## config.mk

```make
export PLATFORM = sky130hd
export DESIGN_NAME = issue_pair_sched
export DESIGN_NICKNAME = d
export VERILOG_FILES = /design/src/rtl/issue_pair_sched.sv
export SDC_FILE = /design/constraint.sdc
export NUM_CORES = 1
export LEC_CHECK = 0
export CORE_UTILIZATION = 53
export CTS_BUF_LIST = sky130_fd_sc_hd__clkbuf_8
export DETAILED_ROUTE_END_ITERATION = 8
export HOLD_SLACK_MARGIN = 0.1
export PLACE_DENSITY = 0.87
export SLEW_MARGIN = 0
export SYNTH_ARGS = -nofsm -noshare
export SYNTH_HDL_FRONTEND = slang
export SYNTH_SLANG_ARGS = --single-unit
```

## constraint.sdc

```tcl
create_clock -name clk -period 5.7 [get_ports clk]
set_input_delay 1.14 -clock clk [delete_from_list [all_inputs] [get_ports clk]]
set_output_delay 1.14 -clock clk [all_outputs]
set_load 0.01 [all_outputs]
```

## src/rtl/issue_pair_sched.sv

```systemverilog
// Dual-issue scheduler: buffers instruction pairs in a FIFO and offers the
// head one or two instructions per cycle, falling back to single issue when
// the head pair has a structural, control or register hazard.
//
// Ports:
//   clk, rst_n                  clock, synchronous active-low reset
//   in_valid/in_instr0/in_instr1/in_ready    pair producer handshake
//   flush                       discard all buffered instructions
//   issue_valid0/issue_instr0   slot 0 (buffer head)
//   issue_valid1/issue_instr1   slot 1 (head+1), valid only when pairable
//   issue_ready                 backend accepts the offered issue group
//   pair_cnt/single_cnt         wrapping counts of dual/single issue groups
module issue_pair_sched #(
    parameter int unsigned DEPTH = 4
) (
    input  logic        clk,
    input  logic        rst_n,
    input  logic        in_valid,
    input  logic [31:0] in_instr0,
    input  logic [31:0] in_instr1,
    output logic        in_ready,
    input  logic        flush,
    output logic        issue_valid0,
    output logic [31:0] issue_instr0,
    output logic        issue_valid1,
    output logic [31:0] issue_instr1,
    input  logic        issue_ready,
    output logic [15:0] pair_cnt,
    output logic [15:0] single_cnt
);

    localparam int unsigned PW = $clog2(DEPTH);
    localparam int unsigned CW = PW + 1;

    localparam logic [6:0] OP_LOAD   = 7'b0000011;
    localparam logic [6:0] OP_S_TYPE = 7'b0100011;
    localparam logic [6:0] OP_JAL    = 7'b1101111;
    localparam logic [6:0] OP_B_TYPE = 7'b1100011;
    localparam logic [6:0] OP_I_IMME = 7'b0010011;
    localparam logic [6:0] OP_R_TYPE = 7'b0110011;

    typedef struct packed {
        logic       wr;      // writes a nonzero rd
        logic [4:0] rd;
        logic       use_rs1;
        logic       use_rs2;
        logic [4:0] rs1;
        logic [4:0] rs2;
        logic       mem;     // occupies the single memory port
        logic       ctrl;    // control transfer
        logic       unk;     // unrecognised opcode
    } dec_t;

    // Register usage and class of one instruction; x0 reads are masked so
    // they can never match a writer.
    function automatic dec_t decode(input logic [31:0] ins);
        dec_t d;
        d = '0;
        d.rd  = ins[11:7];
        d.rs1 = ins[19:15];
        d.rs2 = ins[24:20];
        case (ins[6:0])
            OP_LOAD:   begin d.wr = 1'b1; d.use_rs1 = 1'b1; d.mem = 1'b1; end
            OP_S_TYPE: begin d.use_rs1 = 1'b1; d.use_rs2 = 1'b1; d.mem = 1'b1; end
            OP_JAL:    begin d.wr = 1'b1; d.ctrl = 1'b1; end
            OP_B_TYPE: begin d.use_rs1 = 1'b1; d.use_rs2 = 1'b1; d.ctrl = 1'b1; end
            OP_I_IMME: begin d.wr = 1'b1; d.use_rs1 = 1'b1; end
            OP_R_TYPE: begin d.wr = 1'b1; d.use_rs1 = 1'b1; d.use_rs2 = 1'b1; end
            default:   d.unk = 1'b1;
        endcase
        d.wr      = d.wr && (d.rd != 5'd0);
        d.use_rs1 = d.use_rs1 && (d.rs1 != 5'd0);
        d.use_rs2 = d.use_rs2 && (d.rs2 != 5'd0);
        return d;
    endfunction

    logic [31:0]   mem [DEPTH];
    logic [PW-1:0] rd_ptr;
    logic [PW-1:0] wr_ptr;
    logic [CW-1:0] count;
    logic [CW-1:0] count_next;
    dec_t          d0;
    dec_t          d1;
    logic          raw;
    logic          waw;
    logic          blocked;
    logic          push;
    logic          pop;
    logic          pop_two;

    // Issue view straight from buffer head and count
    assign issue_instr0 = mem[rd_ptr];
    assign issue_instr1 = mem[rd_ptr + PW'(1)];
    assign issue_valid0 = (count != CW'(0));
    assign in_ready     = (count <= CW'(DEPTH - 2)) && !flush;

    // Pairing blockers for the head pair
    always_comb begin
        d0      = decode(issue_instr0);
        d1      = decode(issue_instr1);
        raw     = d0.wr && ((d1.use_rs1 && (d1.rs1 == d0.rd)) ||
                            (d1.use_rs2 && (d1.rs2 == d0.rd)));
        waw     = d0.wr && d1.wr && (d0.rd == d1.rd);
        blocked = d0.ctrl || (d0.mem && d1.mem) || raw || waw || d0.unk || d1.unk;
    end

    assign issue_valid1 = (count >= CW'(2)) && !blocked;

    // Handshakes and next occupancy
    always_comb begin
        push       = in_valid && in_ready;
        pop        = issue_valid0 && issue_ready;
        pop_two    = pop && issue_valid1;
        count_next = count;
        if (push) count_next = count_next + CW'(2);
        if (pop)  count_next = count_next - (pop_two ? CW'(2) : CW'(1));
    end

    // Pointer, occupancy and statistics state
    always_ff @(posedge clk) begin
        if (!rst_n) begin
            rd_ptr     <= '0;
            wr_ptr     <= '0;
            count      <= '0;
            pair_cnt   <= '0;
            single_cnt <= '0;
        end else if (flush) begin
            rd_ptr <= '0;
            wr_ptr <= '0;
            count  <= '0;
        end else begin
            count <= count_next;
            if (push) wr_ptr <= wr_ptr + PW'(2);
            if (pop) begin
                rd_ptr <= rd_ptr + (pop_two ? PW'(2) : PW'(1));
                if (pop_two) pair_cnt   <= pair_cnt + 16'd1;
                else         single_cnt <= single_cnt + 16'd1;
            end
        end
    end

    // Buffer storage, no reset needed
    always_ff @(posedge clk) begin
        if (push) begin
            mem[wr_ptr]          <= in_instr0;
            mem[wr_ptr + PW'(1)] <= in_instr1;
        end
    end

endmodule

```

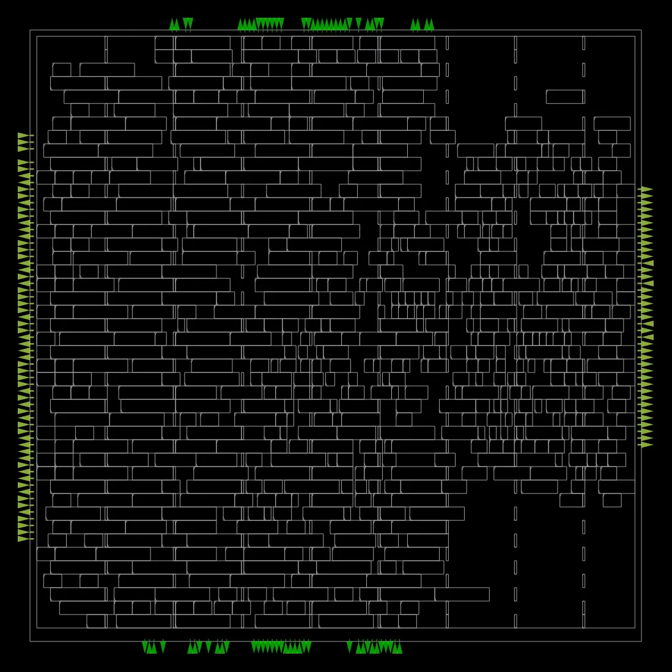
Fig. 1. Placed standard cells (run 1).
Seq/total area: 0.461
Finished Layout Cells: 874
Flops: 168
tally of filler cells in the layout: 951
Placeable Area: 0.0145 sq mm

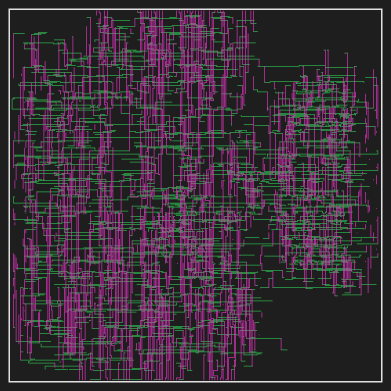
Fig. 2. Wiring by layer (run 1).
(3 px per um) Two of the layers only.
- magenta: metal 2 (wire length 9830 um)
- green: metal 1 (wire length 7090 um)
total track usage: 0.265
Routed wire per std cell: 21.9 um

==> results.py, run 1 <==
# Synthesis and PnR figures
metrics = {
    "setup_path": {
        "startpoint_type": "register",
        "r2r_slack_ns": 1.62,
        "cp_num_buf_inv": 2,
        "cp.depth": 8,
        "rr_worst_depth": 13,
        "path_delay_family": "buffers and inverters",
        "crit_slowest_cell": "dfxtp_2",
        "cp_data_arrival_time_ns": 3.98,
        "r2r-start": "rd_ptr[0]$_SDFFE_PP0P_",
    },
    "final_timing": {
        "fin_ws_ns": 0.580,
        "min_period_ns": 5.12,
    },
    "yosys": {
        "netlist-cell-type-count": 61,
        "yosys.cell_count.top_type": "edfxtp_1",
        "synth.top_cell.area_share": 0.490,
        "synth.avg_cell_area_sq_um": 15.4,
        "yosysSeqAreaShare": 0.592,
        "synth_flops": 168,
    },
    "floorplanning": {
        "die-area_sq_mm": 0.0153,
    },
    "final_layout": {
        "regMostFlops": "mem",
        "largest_register_ffs": 128,
        "flop_area_sq_mm": 0.00465,
    },
    "clock_tree": {
        "cts_setup_buffers": 0,
        "cts_tree": "done",
    },
    "drt": {
        "drc_errors": 0,
    },
    "placement": {
        "dp_hpwl_um": 13500,
    },
    "run_status": {
        "status": "complete, no violations",
    },
}
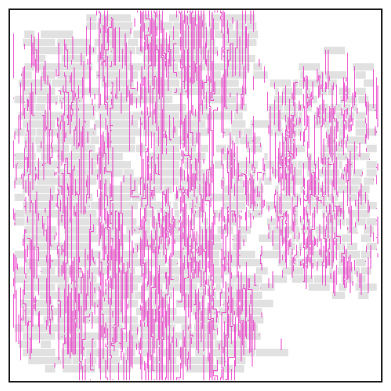
Fig. 3. The metal 2 layer (run 1).
(3 px per um)
- main direction: vertical
- share of all routed wire: 51%
- wire length on this layer: 9830 um
met2 Usage GRT: 0.439
vias post-DR: 5397
final WL: 19100 um

==> run 1: logic make-up (layout without fill, tap and decap cells) <==
logic type	count (synthesis)	in the layout	share of synthesized area
flops	168	168	0.592
compound gates	57	57	0.0542
simple gates	147	147	0.100
xor+xnor	22	22	0.0246
fa+ha+maj	6	6	0.0105
buf+inv	37	219	0.0250
mux	71	71	0.194
==> run 1: area by class of cell <==
type,count,area share
multi-input combinational,303,0.299
clock inverter,15,0.0185
inverter,14,0.00521
timing repair buffer,173,0.170
clock buffer,17,0.0232
tap,184,0.0228
sequential,168,0.461
==> run 1: power breakdown <==
part	total, mW	switching, mW	internal [mW]
clock	0.893	0.451	0.442
combinational	0.253	0.117	0.136
sequential	1.37	0.0186	1.35
total	2.51	0.587	1.93
==> inputs of run 2 (changes only) <==
Settings changed: SKIP_LAST_GASP from default to 1.
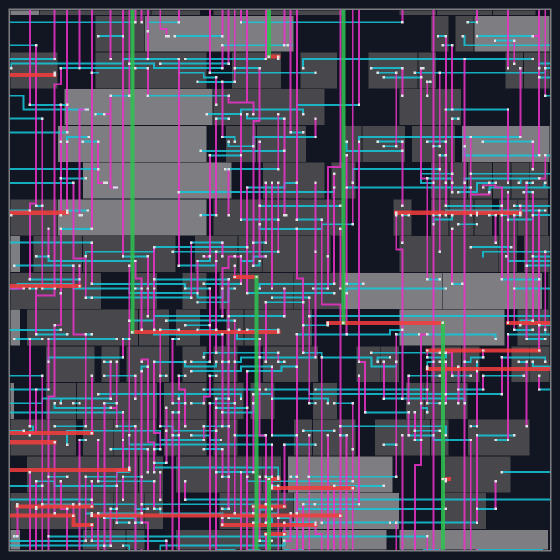
Fig. 4. A small window of the routed layout (run 2).
Window x 42 to 82, y 42 to 82 um. Cells in grey, sequential cells in the stronger grey; small squares are vias.
- cyan: metal 1
- green: metal 4
- red: metal 3
- magenta: metal 2
- most frequent: nor2_1 (13)
- sequential cells in the window: 14
- netlist names of flops here include: mem (6), count (3), rd_ptr (2)
- cells with their middle in the window: 108

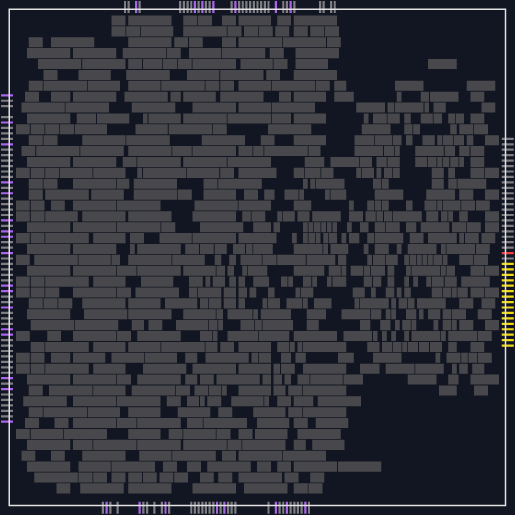
Fig. 5. Pin map (run 2).
(4 px per um) Pins as bars across the die edge, other pins in grey.
- red: issue_valid1 (pins 1; direction output; edge right)
- yellow: pair_cnt (pins 16; direction output; edge right)
- purple: in_instr1 (pins 32; direction input; edge 17 left, 8 bottom, 7 top)
I/O Buffers: 167
Die W: 124 um
chip height: 124 um

==> run 2 against run 1 <==
Via count did not move; sequential power barely moved; die area did not move; critical path depth did not move; critical path type unchanged; highest routed layer unchanged.
==> results.py, run 2 <==
# Synthesis and PnR figures
metrics = {
    "run_status": {
        "status": "complete, no violations",
    },
    "grt": {
        "track_usage": 0.265,
        "gr-usage-met2": 0.439,
    },
    "power": {
        "p_int_mw": 1.93,
        "p_clk_mw": 0.893,
        "p_sw_mw": 0.587,
        "p_seq_frac": 0.544,
        "power_leader": "sequential cells",
    },
    "drt": {
        "num_vias": 5397,
        "drc_errors": 0,
    },
    "yosys": {
        "netlist-cell-type-count": 61,
        "synth.avg_cell_area_sq_um": 15.4,
        "yosys.cell_count.top_type": "edfxtp_1",
    },
    "setup_path": {
        "path_delay_family": "buffers and inverters",
        "cp.depth": 8,
        "rr_worst_depth": 13,
        "crit_slowest_cell": "dfxtp_2",
        "cp_data_arrival_time_ns": 3.98,
        "startpoint_type": "register",
    },
    "final_layout": {
        "largest_register_ffs": 128,
    },
    "floorplanning": {
        "core_area_sq_mm": 0.0145,
        "die-area_sq_mm": 0.0153,
    },
    "final_timing": {
        "fin_ws_ns": 0.580,
        "min_period_ns": 5.12,
    },
    "placement": {
        "dp_hpwl_um": 13500,
    },
    "clock_tree": {
        "cts_setup_buffers": 0,
        "cts_tree": "done",
    },
}
==> run 2: cell counts in the layout (fill, tap and decap cells not counted) <==
No cell type changed its count.
==> run 2: worst min-delay path, cell delays in order, from the launching register on <==
cell and delay, ns:
dfxtp_1 0.34, o31ai_1 0.07, a21oi_1 0.06
==> run 2: cells by family after synthesis <==
logic type               after synthesis  synth area share
AND-OR/OR-AND                         57            0.0542
XOR/XNOR                              22            0.0246
adder cells (fa/ha/maj)                6            0.0105
buffers and inverters                 37            0.0250
flip-flops                           168             0.592
multiplexers                          71             0.194
AND/OR/NAND/NOR                      147             0.100
==> run 2: area by class of cell <==
cell class	instances	area (sq um)
Sequential cell	168	4650
Fill cell	951	4390
Multi-Input combinational cell	303	3020
Timing Repair Buffer	173	1720
Clock buffer	17	234
Tap cell	184	230
Clock inverter	15	186
Inverter	14	52.6
Power figures rest on the tool's default switching activity, not on a simulated workload.
